### src/rtl/pwm_multich.sv
// Multi-channel PWM: a shared counter, double-buffered period/duty registers, edge-aligned output.
// Define PWM_CENTER_EN to add center-aligned (up/down) mode, selected by the mode input.
module pwm_multich #(
  parameter int N = 4,
  parameter int R = 9
) (
  input  logic         clk,
  input  logic         reset,
  input  logic         enable,
  input  logic         mode,
  input  logic [R-1:0] period_in,
  input  logic [N*R-1:0] duty_in,
  input  logic         load,
  output logic         load_pending,
  output logic         period_tick,
  output logic [N-1:0] pwm_out
);

  logic [R-1:0]   r_cnt;
  logic [R-1:0]   r_per;
  logic [R-1:0]   r_sh_per;
  logic [N*R-1:0] r_duty;
  logic [N*R-1:0] r_sh_duty;
  logic           w_bnd;
  logic           w_xfer;
  logic [R-1:0]   w_cnt_nxt;
  logic [N-1:0]   w_hit;

`ifdef PWM_CENTER_EN
  logic r_dir;
  logic r_mode;
  logic w_dir_nxt;
`else
  logic w_unused_mode;
  assign w_unused_mode = mode;
`endif

  always_comb begin
    w_bnd     = 1'b0;
    w_cnt_nxt = r_cnt + R'(1);
`ifdef PWM_CENTER_EN
    w_dir_nxt = r_dir;
    if (r_mode) begin
      if (!r_dir) begin
        if (r_cnt >= r_per) begin
          // Period 0/1 has no down leg; wrap straight to 0.
          if (r_per <= R'(1)) begin
            w_bnd     = 1'b1;
            w_cnt_nxt = '0;
          end else begin
            w_dir_nxt = 1'b1;
            w_cnt_nxt = r_cnt - R'(1);
          end
        end
      end else begin
        w_cnt_nxt = r_cnt - R'(1);
        if (r_cnt <= R'(1)) begin
          w_bnd     = 1'b1;
          w_cnt_nxt = '0;
          w_dir_nxt = 1'b0;
        end
      end
    end else
`endif
    begin
      if (r_cnt >= r_per) begin
        w_bnd     = 1'b1;
        w_cnt_nxt = '0;
      end
    end
  end

  // Disabled: drain pending shadow every cycle; running: only at a boundary.
  assign w_xfer = load_pending & (~enable | w_bnd);

  always_comb begin
    w_hit = '0;
    for (int i = 0; i < N; i++) begin
      w_hit[i] = r_cnt < r_duty[i*R +: R];
    end
  end

  always_ff @(posedge clk) begin
    if (reset) begin
      r_cnt        <= '0;
      r_per        <= '1;
      r_sh_per     <= '1;
      r_duty       <= '0;
      r_sh_duty    <= '0;
      load_pending <= 1'b0;
      period_tick  <= 1'b0;
      pwm_out      <= '0;
`ifdef PWM_CENTER_EN
      r_dir        <= 1'b0;
      r_mode       <= 1'b0;
`endif
    end else begin
      if (load) begin
        r_sh_per     <= period_in;
        r_sh_duty    <= duty_in;
        load_pending <= 1'b1;
      end else if (w_xfer) begin
        load_pending <= 1'b0;
      end
      if (w_xfer) begin
        r_per  <= r_sh_per;
        r_duty <= r_sh_duty;
      end
      if (enable) begin
        r_cnt       <= w_cnt_nxt;
        period_tick <= w_bnd;
        pwm_out     <= w_hit;
`ifdef PWM_CENTER_EN
        r_dir       <= w_dir_nxt;
        if (w_bnd) r_mode <= mode;
`endif
      end else begin
        r_cnt       <= '0;
        period_tick <= 1'b0;
        pwm_out     <= '0;
`ifdef PWM_CENTER_EN
        r_dir       <= 1'b0;
        r_mode      <= mode;
`endif
      end
    end
  end

endmodule

### config.mk
export PLATFORM = sky130hd
export DESIGN_NAME = pwm_multich
export DESIGN_NICKNAME = d
export VERILOG_FILES = /design/src/rtl/pwm_multich.sv
export SDC_FILE = /design/constraint.sdc
export NUM_CORES = 1
export LEC_CHECK = 0
export ABC_AREA = 1
export ABC_CLOCK_PERIOD_IN_PS = 2350
export CAP_MARGIN = 25
export CORE_UTILIZATION = 45
export CTS_BUF_LIST = sky130_fd_sc_hd__clkbuf_8
export CTS_CLUSTER_DIAMETER = 60
export CTS_CLUSTER_SIZE = 16
export DETAILED_ROUTE_END_ITERATION = 8
export GPL_ROUTABILITY_DRIVEN = 0
export GPL_TIMING_DRIVEN = 0
export PLACE_DENSITY = 0.63
export SLEW_MARGIN = 20
export SYNTH_ARGS = -nofsm -noshare
export SYNTH_HDL_FRONTEND = slang
export SYNTH_SLANG_ARGS = --single-unit
### constraint.sdc
create_clock -name clk -period 2.35 [get_ports clk]
set_clock_uncertainty 0.1 [all_clocks]
set_input_delay 0.3525 -clock clk [delete_from_list [all_inputs] [get_ports clk]]
set_output_delay 0.3525 -clock clk [all_outputs]
set_load 0.02 [all_outputs]
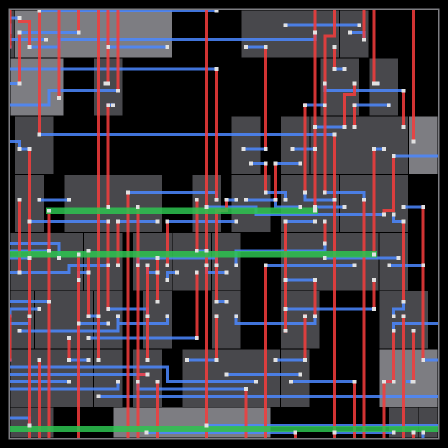
detail.png
Region (72, 72) to (92, 92) um. Cells in gray, sequential cells in the stronger gray; small squares are vias.
legend:
  metal 3:
    color: green
  metal 1:
    color: blue
  metal 2:
    color: red
most frequent: inv_1 (7), ha_1 (7), nand2_1 (6)
cells with their middle in the window: 37
netlist names of flops here include: `r_duty` (2)
sequential cells in the window: 2

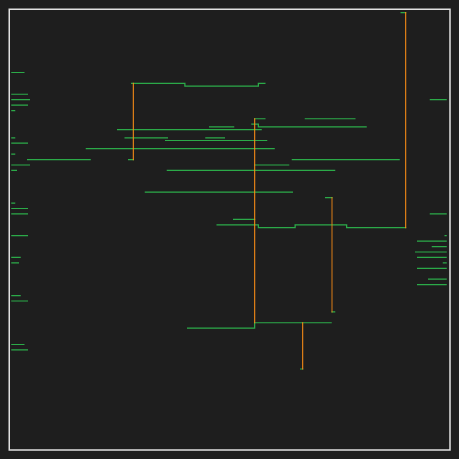
wires.png
Scale: 4 px per um. Two of the layers only.
legend:
  metal 4:
    color: orange
    wire_length: 164 um
  metal 3:
    color: green
    wire_length: 542 um
final wirelength: 11200 um
GRT Overall Usage: 0.205

==> impl_metrics.ini <==
; physical design summary
[status]
outcome = completed

[power_and_ir_drop]
p_sw_frac = 0.284
power_per_cell_area_mw_per_mm2 = 606
combPwrFrac = 0.161
power_w = 0.00373
p_switching_w = 0.00106
seq_power_share = 0.521

[worst_setup_path]
critPathKind = reg2reg
cp_cell_sequence = ha_1 > nand2_1 > inv_1 > nand2_1 > nand3_2 > nand2_2 > nand3_4 > buf_12 > buf_8 > a21oi_2 > nor2_2
critPathMaxFanout = 10
timing.rr.start = r_cnt[4]$_SDFF_PP0_
arrival_ns = 2.30
crit_path_start_kind = flip-flop

[yosys]
ys_seq_frac = 0.402
enable_flop_cells = 0
synth_top_cell_by_area = dfxtp_1
synth_async_sr_flop_share = 0
yosysWarnings = 0
ys_ff = 105
synth.cell_area_sq_mm = 0.00523
top_area_frac = 0.402
syn_inst = 661
ys_area_sq_mm = 0.00523
yosysUniqueCellTypes = 28

[final_timing]
finalHoldViolCount = 0
maxSlewHeadroom = 0.641
period_used_share = 0.903
fin_ws_ns = 0.227
fin_hold_ws_ns = 0.210
tightest_slew_ns = 0.538
rsz0062_at_grt = no
fin_crit_ns = 2.12
max_freq_ghz = 0.471
finalSetupTns_ns = 0

[clock_network]
cts_sinks = 105
cts_buffers = 9
post_cts_buffers = 0
cts_max_level = 3
ctsResizeCount = 0
tritoncts = done
clockBufferDepth = 2
clk_latency_ns = 0.39
clkTransAtPathRegs_ns = 0.10

[cells_and_area]
finalNetCount = 817
buffers_excl_clock = 89
fin_util = 0.541
final_cells = 873
combGateArea_sq_mm = 0.00252
num-multi-input-gates = 423
dominant_cells = multi-input combinational cells
drive_gt1_frac = 0.136
seq_area_frac = 0.342
stdcell_area_sq_mm = 0.00615

[placement]
dp_cells = 857
place_area_sq_mm = 0.00594
dp_slack_ns = 0.240

[route]
ant_nets = 0

[global_routing]
grt_pass1_vias = 4036

[flow_run]
tool_warnings = 27

[die]
rows = 39
chipArea_sq_mm = 0.0121
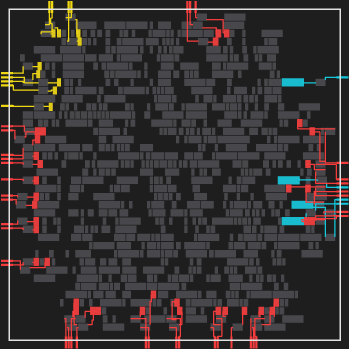
io_fan.png
Scale: 3 px per um.
legend:
  `period_in`:
    color: yellow
    direction: input
    edge: 5 left, 4 top
    end_cells: 9
    buffers: 9
    wire: 94.3 um
  `pwm_out`:
    color: cyan
    direction: output
    edge: right
    end_cells: 4
    buffers: 4
    wire: 60.3 um
  `duty_in`:
    color: red
    direction: input
    edge: 14 bottom, 12 left, 7 right, 3 top
    end_cells: 36
    buffers: 36
    wire: 455 um
Top Ports: 56
Port Buffers: 53

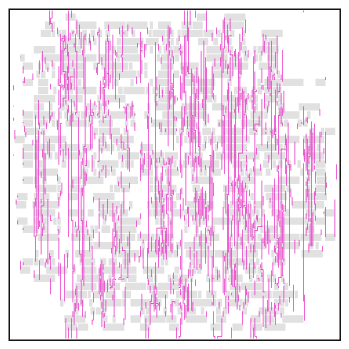
layer_met2.png
Scale: 3 px per um. Cells faint in the background.
nets with wire on the layer: 609
share of all routed wire: 46%
main direction: vertical
M2 GR Usage: 0.342
vias: 4231

## registers in the layout, summed over array words and instances (netlist names)
signal / count
load_pending: 1
period_tick: 1
pwm_out: 4
r_cnt: 9
r_duty: 36
r_per: 9
r_sh_duty: 36
r_sh_per: 9
## power by group through the flow
stage          Clock, W  Combinational, W  Sequential (W)
4_1_cts         0.00121          0.000609         0.00194
3_5_place_dp          0          0.000606         0.00198
2_1_floorplan         0          0.000405         0.00198
3_3_place_gp          0          0.000590         0.00198
6_report        0.00118          0.000600         0.00194
5_1_grt         0.00128          0.000685         0.00196
## worst paths after layout
path                                endpoint  slack, ns  cells after the start
hold reg to reg   r_sh_duty[21]$_SDFFE_PP0P_       0.36                      2
hold / removal      r_sh_per[4]$_SDFFE_PP1P_       0.21                      3
setup / recovery     r_duty[11]$_SDFFE_PP0P_       0.23                     11
setup reg to reg     r_duty[11]$_SDFFE_PP0P_       0.23                     11
## critical path, delay by kind of cell, from the launching register on
family / cells / cell delay, ns
flops: 1 / 0.65
compound gates: 1 / 0.13
fa+ha+maj: 1 / 0.33
buf+inv: 3 / 0.35
simple gates: 6 / 0.45
## cell families (layout without fill, tap and decap cells)
| logic type | after synthesis | count (layout) | share of synthesized area |
|---|---|---|---|
| buffers and inverters | 133 | 202 | 0.115 |
| AND/OR/NAND/NOR | 239 | 239 | 0.223 |
| flip-flops | 105 | 105 | 0.402 |
| XOR/XNOR | 7 | 7 | 0.0117 |
| adder cells (fa/ha/maj) | 42 | 42 | 0.100 |
| AND-OR/OR-AND | 135 | 135 | 0.148 |
## layer usage
metal | wire (um) | GRT usage
met2 | 5170 | 0.342
met1 | 5360 | 0.269
met5 | 0 | 0
met3 | 542 | 0.0356
met4 | 163 | 0.0648
Power and IR drop assume default switching activity.
